==> config.mk <==
export PLATFORM = sky130hd
export DESIGN_NAME = flash_playback_ctrl
export DESIGN_NICKNAME = d
export VERILOG_FILES = /design/src/rtl/flash_playback_ctrl.sv
export SDC_FILE = /design/constraint.sdc
export NUM_CORES = 1
export LEC_CHECK = 0
export CORE_ASPECT_RATIO = 0.9
export CORE_MARGIN = 2
export CORE_UTILIZATION = 44
export DETAILED_ROUTE_END_ITERATION = 8
export PLACE_DENSITY = 0.87
export SLEW_MARGIN = 20
export SYNTH_ARGS = -nofsm -noshare
export SYNTH_HDL_FRONTEND = slang
export SYNTH_SLANG_ARGS = --single-unit
==> constraint.sdc <==
create_clock -name clk -period 2.25 [get_ports clk]
set_clock_uncertainty 0.1 [all_clocks]
set_input_delay 0.45 -clock clk [delete_from_list [all_inputs] [get_ports clk]]
set_output_delay 0.45 -clock clk [all_outputs]
set_load 0.05 [all_outputs]
Fig. 1: signal wires on met2
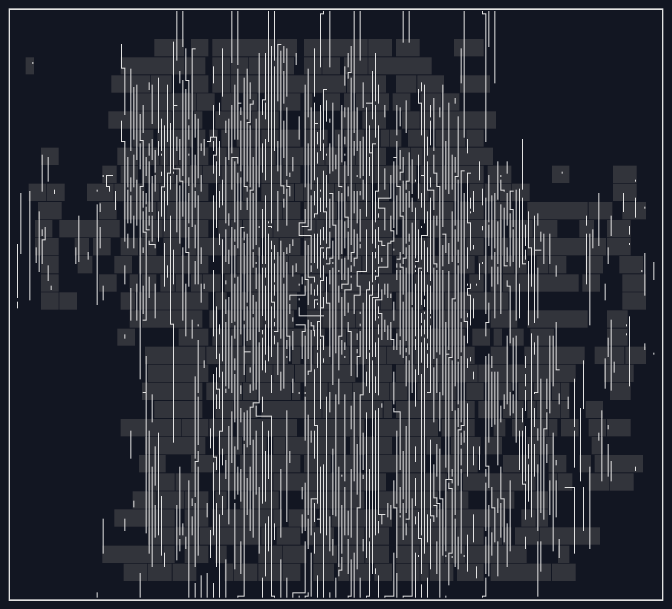
wire length on this layer	5,520 um
share of all routed wire	49%
main direction	vertical
longest straight run	32.3 um
nets with wire on the layer	485
Vias: 3,683
drt total wl: 11,400 um
routing usage on met2: 0.417

Fig. 2: cells colored by class
Scale bar: 20 um.
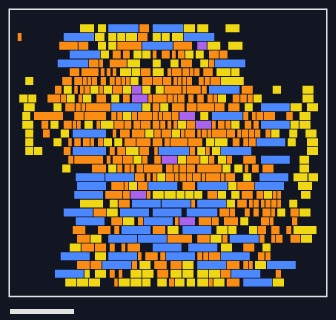
class	color	cells
remaining buffers and delay cells	yellow	159
sequential cells	blue	53
clock drivers and dummy loads	purple	8
remaining logic cells	orange	286
site row count: 30
Finished Core Util: 0.663
Final Instance Area: 5050 sq um
core box area: 7620 sq um
Seq/total area: 0.268

Fig. 3: gate-type map
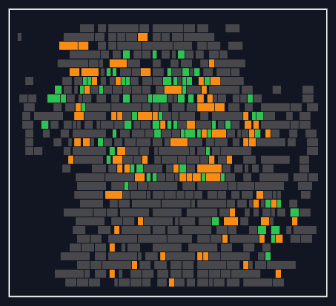
family	color	cells	most used
nand cells	green	68	nand2_1
aoi and oai cells	orange	76	a21oi_1
Top cell excl fill/tap: buf_4
fin cells: 602
combinational share of cell area: 0.404

==> results_slide.txt <==
Run Summary

Run status
  – Status: complete, but fails checks
  – Failing checks: design-rule violations, negative setup slack

Timing
  – Max Clk Rate: 419 MHz
  – Tmin final: 2.38 ns
  – Cycle use final: 1.06
  – Pins Over Slew Limit: 0
  – Slew margin rel.: 0.655
  – Setup TNS: -0.680 ns
  – Final Hold Vio Count: 0
  – RSZ-0062 raised after global routing: yes
  – Setup slack after layout: -0.134 ns
  – Final Setup Violations: 12
  – Worst-margin pin slew: 0.516 ns

Logic synthesis
  – Syn Area/Cell: 9.03 sq um
  – Syn_nets: 432
  – Yosys warns: 0
  – Post-synth top area cell: dfrtp_1
  – Synth cell types: 63
  – Yosys cell count: 388
  – Post-synth EDFFs: 0
  – Seq share, synth: 0.379
  – Cell area after synthesis: 3500 sq um
  – Fraction of registers with async set/reset: 1.00
  – Flops & latches, synth: 53
  – Top area cell types: dfrtp_1, buf_4, mux2_2, a21oi_1, nand2_1
  – Most used flip-flop cell: dfrtp_1
  – Share of the synthesized area in the top cell type: 0.372
  – Gate Count Post-Synth: 388
  – Yosys Chip Area: 3500 sq um

Cells and area
  – Fillers: 565
  – Nets: 549
  – Number of flip-flops in the largest register: 23
  – ANT cells: 0
  – Layout cells sized above 1: 0.370
  – Layout area overhead: 44.2%

GRT
  – Aggregate global routing overflow: 0
  – Initial antenna violation count: 0
  – Met3 Use GR: 0.0403
  – Met1 Use GR: 0.294
  – Busiest metal layer after global routing: met2
  – Vias in the first global route: 3,539
  – Largest net degree at the start of global routing: 24
  – Total track usage: 0.238
  – First-pass GRT wire length: 16,600 um

Routing
  – Initial DRC Count: 444
  – Vias per cell: 6.12
  – Avg WL per Cell: 18.9 um
  – Number of remaining DRC errors: 7
  – Detail Route Antenna Nets: 0
  – Iteration count of the initial detailed-routing pass: 9

Power
  – Worst vdd ir: 0.000650 V
  – Leak: 2.35 nW
  – Power Dens Cells: 1390 nW/um^2

Floorplan
  – Initial core utilization: 0.460
  – Die Height: 88.6 um
  – Die area: 8690 sq um
  – Io pins: 98
  – Die Span X: 98.0 um

Worst setup path
  – CP max stage cell: dfrtp_2
  – Worst Setup Start Kind: register
  – Crit end category: register
  – Worst EP arrival: 2.54 ns
  – R2R cell count: 6
  – Required @ worst endpoint: 2.40 ns
  – Crit path kind: reg -> reg
  – Worst-path fanout max: 2
  – CP Cell Sequence: nor4_4 -> nand4_2 -> or3_4 -> o32a_1 -> or4_4 -> nand3_1
  – Max incr delay on CP: 0.45 ns
  – Worst reg-to-reg setup slack: -0.13 ns

Run
  – Number of max-cap violations: 0
  – Number of OpenROAD warnings: 47

Clock network
  – Clock transition at the registers of the reported paths: 0.10 ns
  – Late-Pin Clk Latency: 0.32 ns
  – CTS tree: yes
  – H-tree Lvls: 2
  – Clock Sinks: 53
  – Num CTS Buffers: 5
  – Maximum root-to-sink buffer count: 2
  – Clk root buf: clkbuf_8

Placed design
  – Post-DP HPWL: 7700 um
  – Placed insts: 586
  – IO buf count: 80
  – Final Wtd Congestion: 0.950
  – Place WS: -0.285 ns

Worst hold path
  – Min-Delay Path Class: reg -> reg
  – Worst hold path depth: 1
==> cell type report <==
class,count,area (sq um),area share
clock buffers,6,82.6,0.0164
clock inverters,2,17.5,0.00347
inverters,8,32.5,0.00644
multi-input cells,278,2040,0.404
flip-flops and latches,53,1350,0.268
well taps,96,120,0.0238
repair buffers,159,1410,0.278
==> kinds of logic (layout without fill, tap and decap cells) <==
group | Yosys count | after routing | share of synthesized area
multiplexers | 26 | 26 | 0.0800
AND/OR/NAND/NOR | 137 | 137 | 0.217
buffers and inverters | 57 | 175 | 0.0957
XOR/XNOR | 14 | 14 | 0.0350
flip-flops | 53 | 53 | 0.379
AND-OR/OR-AND | 97 | 97 | 0.181
adder cells (fa/ha/maj) | 3 | 3 | 0.0107
other | 1 | 1 | 0.00107
==> synth_stat cells (7+ instances only) <==
cell type  number
dfrtp_1        52
nand2_1        35
a21oi_1        27
nor2_1         27
buf_4          25
o21ai_0        18
mux2_2         16
nand3_1        13
clkbuf_1       12
mux2i_1        10
nor3_1         10
buf_2           9
xnor2_1         9
nand4_1         8
a21o_1          7
inv_1           7
nor4_1          7
==> report_power, final <==
part	internal [mW]	switching (mW)	leakage (nW)
clock	0.257	0.358	0.0518
combinational	2.01	2.83	1.63
sequential	1.29	0.277	0.671
==> critical path, delay by kind of cell (launching register included) <==
family | cells | cell delay [ns]
flops | 1 | 0.45
compound gates | 1 | 0.33
simple gates | 5 | 1.45
==> through the flow <==
step	area [sq um]	power, mW	hold WS [ns]
finish	5050	7.02	0.417
global route	5050	7.33	0.431
CTS	4860	6.55	0.419
detailed placement	4720	5.86	0.339
global placement	4720	5.69	0.327
floorplan	3620	4.31	0.0544
==> routing by layer <==
layer  part of all wire  vias up
met5                  0        -
met4              0.057        0
met3              0.086       84
met2               0.49      248
met1               0.37     1728
li1                   -     1623
==> what timing repair did <==
| item | in CTS | in global routing |
|---|---|---|
| buffers inserted | 1 | 6 |
| hold buffers | 1 | 0 |
| pin swaps | 8 | 11 |
| endpoints found under the hold margin | 1 | 0 |
| endpoints found under the setup margin | 16 | 26 |
| gates resized | 16 | 35 |
==> layout by cell type (no fill, tap or decap), types with 8 or more instances in the layout <==
cell	n
nor2_1	26
mux2i_1	10
o21ai_1	9
clkdlybuf4s50_1	47
buf_4	89
xnor2_1	9
a21oi_1	20
nand2_1	34
nand3_1	13
dfrtp_2	14
mux2_2	16
nand4_1	8
dfrtp_1	36
o21ai_0	14
nor3_1	8
Power figures rest on the tool's default switching activity, not on a simulated workload.
